## config.mk

```make
export PLATFORM = sky130hd
export DESIGN_NAME = enc_par_serializer
export DESIGN_NICKNAME = d
export VERILOG_FILES = /design/src/rtl/enc_par_serializer.sv
export SDC_FILE = /design/constraint.sdc
export NUM_CORES = 1
export LEC_CHECK = 0
export CAP_MARGIN = 20
export CORE_ASPECT_RATIO = 1.4
export CORE_MARGIN = 5
export CORE_UTILIZATION = 45
export CTS_CLUSTER_SIZE = 12
export DETAILED_ROUTE_END_ITERATION = 10
export PLACE_DENSITY = 0.84
export SLEW_MARGIN = 5
export SYNTH_ARGS = -nofsm -noshare
export SYNTH_HDL_FRONTEND = slang
export SYNTH_SLANG_ARGS = --single-unit
```

## constraint.sdc

```tcl
create_clock -name clk -period 2.1 [get_ports clk]
set_clock_uncertainty 0.2 [all_clocks]
set_input_delay 0.21 -clock clk [delete_from_list [all_inputs] [get_ports clk]]
set_output_delay 0.21 -clock clk [all_outputs]
set_load 0.005 [all_outputs]
```

## src/rtl/enc_par_serializer.sv

```systemverilog
// Serializes one codeword's parity symbols into ENC_SYM-lane beats, highest-degree first.
// Valid/ready on both sides; sticky ovf_err flags parity offered while busy.
module enc_par_serializer #(
  parameter int unsigned EGF_DIM     = 8,
  parameter int unsigned ENC_SYM     = 6,
  parameter int unsigned RSC_PAR_LEN = 16
) (
  input  logic                                  clk,
  input  logic                                  rst,
  input  logic                                  par_valid,
  input  logic [RSC_PAR_LEN-1:0][EGF_DIM-1:0]   par_data,
  output logic                                  par_ready,
  output logic                                  out_valid,
  input  logic                                  out_ready,
  output logic [ENC_SYM-1:0][EGF_DIM-1:0]       out_data,
  output logic [$clog2(ENC_SYM+1)-1:0]          out_cnt,
  output logic                                  out_last,
  output logic                                  ovf_err
);

  localparam int unsigned BEATS    = (RSC_PAR_LEN + ENC_SYM - 1) / ENC_SYM;
  localparam int unsigned LAST_CNT = RSC_PAR_LEN - (BEATS - 1) * ENC_SYM;
  localparam int unsigned CNT_W    = (BEATS > 1) ? $clog2(BEATS) : 1;
  localparam int unsigned OUT_CW   = $clog2(ENC_SYM + 1);
  localparam int unsigned PAD      = BEATS * ENC_SYM;

  typedef enum logic {IDLE, SEND} state_t;

  state_t                              state;
  logic [CNT_W-1:0]                    beat_cnt;
  logic [RSC_PAR_LEN-1:0][EGF_DIM-1:0] par_q;
  logic [PAD-1:0][EGF_DIM-1:0]         padded;
  logic                                load;
  logic                                fire;

  assign out_valid = (state == SEND);
  assign out_last  = (state == SEND) && (beat_cnt == CNT_W'(BEATS - 1));
  assign fire      = out_valid & out_ready;
  assign par_ready = !rst && ((state == IDLE) || (out_last && out_ready));
  assign load      = par_valid & par_ready;

  // Zero-extend below the last parity symbol so every beat slice is in range.
  always_comb begin
    padded = '0;
    padded[PAD-1 -: RSC_PAR_LEN] = par_q;
  end

  always_comb begin
    out_data = '0;
    out_cnt  = '0;
    if (state == SEND) begin
      for (int unsigned k = 0; k < BEATS; k++) begin
        if (beat_cnt == CNT_W'(k)) begin
          for (int unsigned s = 0; s < ENC_SYM; s++) begin
            out_data[ENC_SYM-1-s] = padded[PAD-1-(k*ENC_SYM+s)];
          end
        end
      end
      out_cnt = out_last ? OUT_CW'(LAST_CNT) : OUT_CW'(ENC_SYM);
    end
  end

  always_ff @(posedge clk) begin
    if (rst) begin
      state    <= IDLE;
      beat_cnt <= '0;
      par_q    <= '0;
      ovf_err  <= 1'b0;
    end else begin
      if (par_valid && !par_ready) ovf_err <= 1'b1;
      if (load) begin
        par_q    <= par_data;
        beat_cnt <= '0;
        state    <= SEND;
      end else if (fire) begin
        if (out_last) begin
          state    <= IDLE;
          beat_cnt <= '0;
        end else begin
          beat_cnt <= beat_cnt + 1'b1;
        end
      end
    end
  end

endmodule

```

met1.png
Drawn at 3 px/um. Supply wires on this layer in gray.
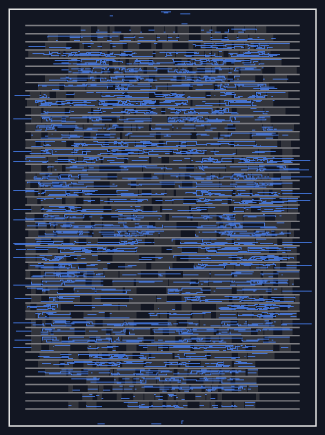
- main direction: horizontal
- share of all routed wire: 39%
- nets with wire on the layer: 760
- wire length on this layer: 7,090 um
- longest straight run: 33.6 um
grt met1 use: 27.1%
Post-Route WL: 18,000 um
via count: 4,867

met2.png
Drawn at 3 px/um.
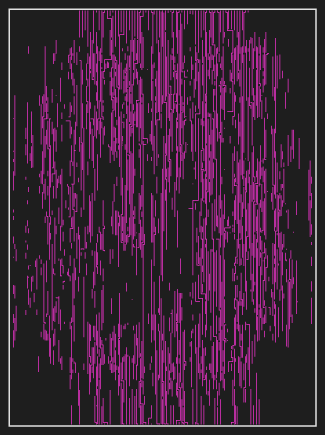
- share of all routed wire: 51%
- nets with wire on the layer: 755
- main direction: vertical

met3.png
Drawn at 4 px/um.
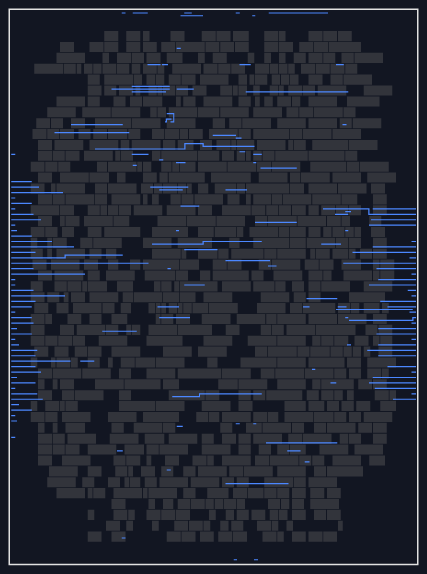
- main direction: horizontal
- share of all routed wire: 5.4%
- wire length on this layer: 973 um

met4.png
Drawn at 3 px/um. Supply wires on this layer in gray.
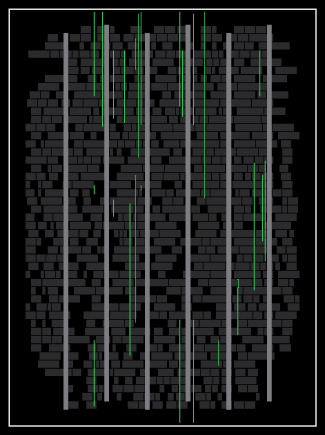
- nets with wire on the layer: 24
- wire length on this layer: 697 um
- share of all routed wire: 3.9%

final_congestion.png
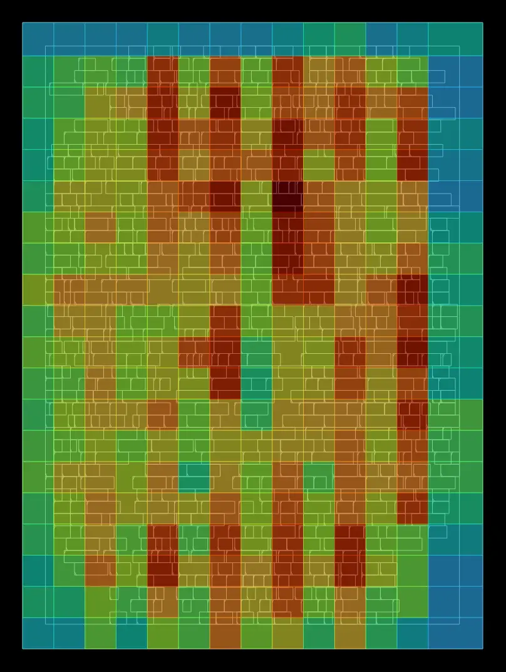
WL/cell: 20.7 um
Most Used Layer, Global Route: met2
routing usage on met3: 6.20%
Total GRT Usage: 23.0%
GR Util met2: 38.4%

==> Changelog: implementation <==
## Flow update

* Most frequent cells in the layout: clkdlybuf4s50_1 (134), dfxtp_1 (129), a22o_1 (128)
* Ys Warns at 0
* CTS HTree Levels at 4
* Simple share at 7.38%
* Psw at 1610 uW
* Post-synth area hogs: dfxtp_1 (50%), a22o_1 (21%), mux2i_1 (9.2%), and2_1 (3.9%), buf_6 (3.2%)
* MI comb area at 2500 sq um
* DR top layer: met5
* Fmax at 0.443 GHz
* Clock share of power at 43.9%
* Hold Buf Count CTS at 0
* Fillers at 797
* Number of global-route vias before repair at 5,000
* Arrival time worst endpoint at 2400 ps
* Final Hold Viols at 0
* Worst-path cell with the longest stage delay: dfxtp_4
* Grt total ovfl at 0
* Chip Width at 102 um
* Setup ws final at -157 ps
* RSZ-0062 raised after global routing: yes
* Fin util at 74.0%
* Failing checks: setup timing
* CP Max Fanout at 9
* Post-route cell area at 8660 sq um
* Maxcap violations at 0
* Synth flops at 132
* Fraction of layout cells with a size suffix above 1 at 24.7%
* Initial antenna violation count at 2
* Mapped Cells at 481
* Area growth, synth to finish at 63.3%
* DR vias/cell at 5.61
* Die Ht at 138 um
* Flop area at 2650 sq um
* Initial detailed-routing violation count at 194
* Number of enable flip-flop cells at 0
* Post-synth ARST share at 0%
* Hold Path Class: primary input to flip-flop
* Min Hold Slack at 197 ps
* Starting Density at 45.3%
* Worst vdd ir at 0.474 mV
* Switching part of the total at 23.6%
* Die area at 14,100 sq um
* Metal3 WL at 973 um
* Largest logic family: AND-OR/OR-AND gates
* Port Buffer Count at 185
* Setup TNS at -14,420 ps
* Clk buf depth at 2
* Status: complete, but fails checks
* Worst Path Required at 2240 ps
* Pre-CTS setup slack at -15.5 ps
* Post-synthesis sequential area ratio at 49.8%
* Met2 routed WL at 9210 um
* Final setup viols at 151
* Clk ins delay skew pair at 410 ps
* Row Count at 47
* Final Max Slew Viols at 0
* Number of logged tool warnings at 28
* Crit. End Element: flip-flop
* Num Clock Sinks at 132
* Worst-path cell chain: buf_12, buf_8, buf_6, nand3b_1, buf_6, a211oi_4, buf_6, buf_12, buf_12, a22o_1
* XORs/XNORs by Area at 0%
* Complex Gates by Area at 26.9%
* Global-route wire length before repair at 25,700 um
* GP Congestion at 0.820
-- area by class of cell --
cell class | instances | share of cell area [%]
Tap cell | 147 | 2.12
Clock buffer | 21 | 5.55
Multi-Input combinational cell | 296 | 28.9
Inverter | 1 | 0.0433
Sequential cell | 132 | 30.6
Clock inverter | 11 | 1.44
Timing Repair Buffer | 260 | 31.4
-- synth_stat cells (2+ instances only) --
cell type / count
dfxtp_1: 132
a22o_1: 128
mux2i_1: 49
and2_1: 33
nand2_1: 20
buf_2: 19
nor2_1: 19
o22ai_1: 17
buf_6: 15
o2bb2ai_1: 15
clkbuf_1: 14
buf_4: 4
a21oi_1: 3
nor2b_1: 3
nand2b_1: 2
-- power by group through the flow --
stage	registers, uW	clock network (uW)	logic, uW
2_1_floorplan	2770	0	423
3_3_place_gp	2800	0	826
3_5_place_dp	2800	0	843
4_1_cts	2760	3010	940
5_1_grt	2780	3120	1100
6_report	2770	2980	1040
-- flip-flops by register name, summed over array words and instances, names as in the netlist --
register   count
out_valid      1
ovf_err        1
beat_cnt       2
padded       128
-- final timing paths --
kind	startpoint	to	slack [ps]	cells after the start
worst max-delay path	beat_cnt[0]$_SDFFE_PP0P_	padded[89]$_SDFFE_PP0P_	-160	10
worst min-delay path	par_data[106]	padded[122]$_SDFFE_PP0P_	200	2
worst max register to register	beat_cnt[0]$_SDFFE_PP0P_	padded[89]$_SDFFE_PP0P_	-160	10
worst min register to register	padded[18]$_SDFFE_PP0P_	padded[18]$_SDFFE_PP0P_	270	1
-- timing repair --
| item | in CTS | in global routing |
|---|---|---|
| buffers inserted | 28 | 18 |
| endpoints found under the setup margin | 51 | 178 |
| pin swaps | 91 | 53 |
| cloned | 5 | 7 |
| gates resized | 165 | 81 |
Power figures rest on the tool's default switching activity, not on a simulated workload.
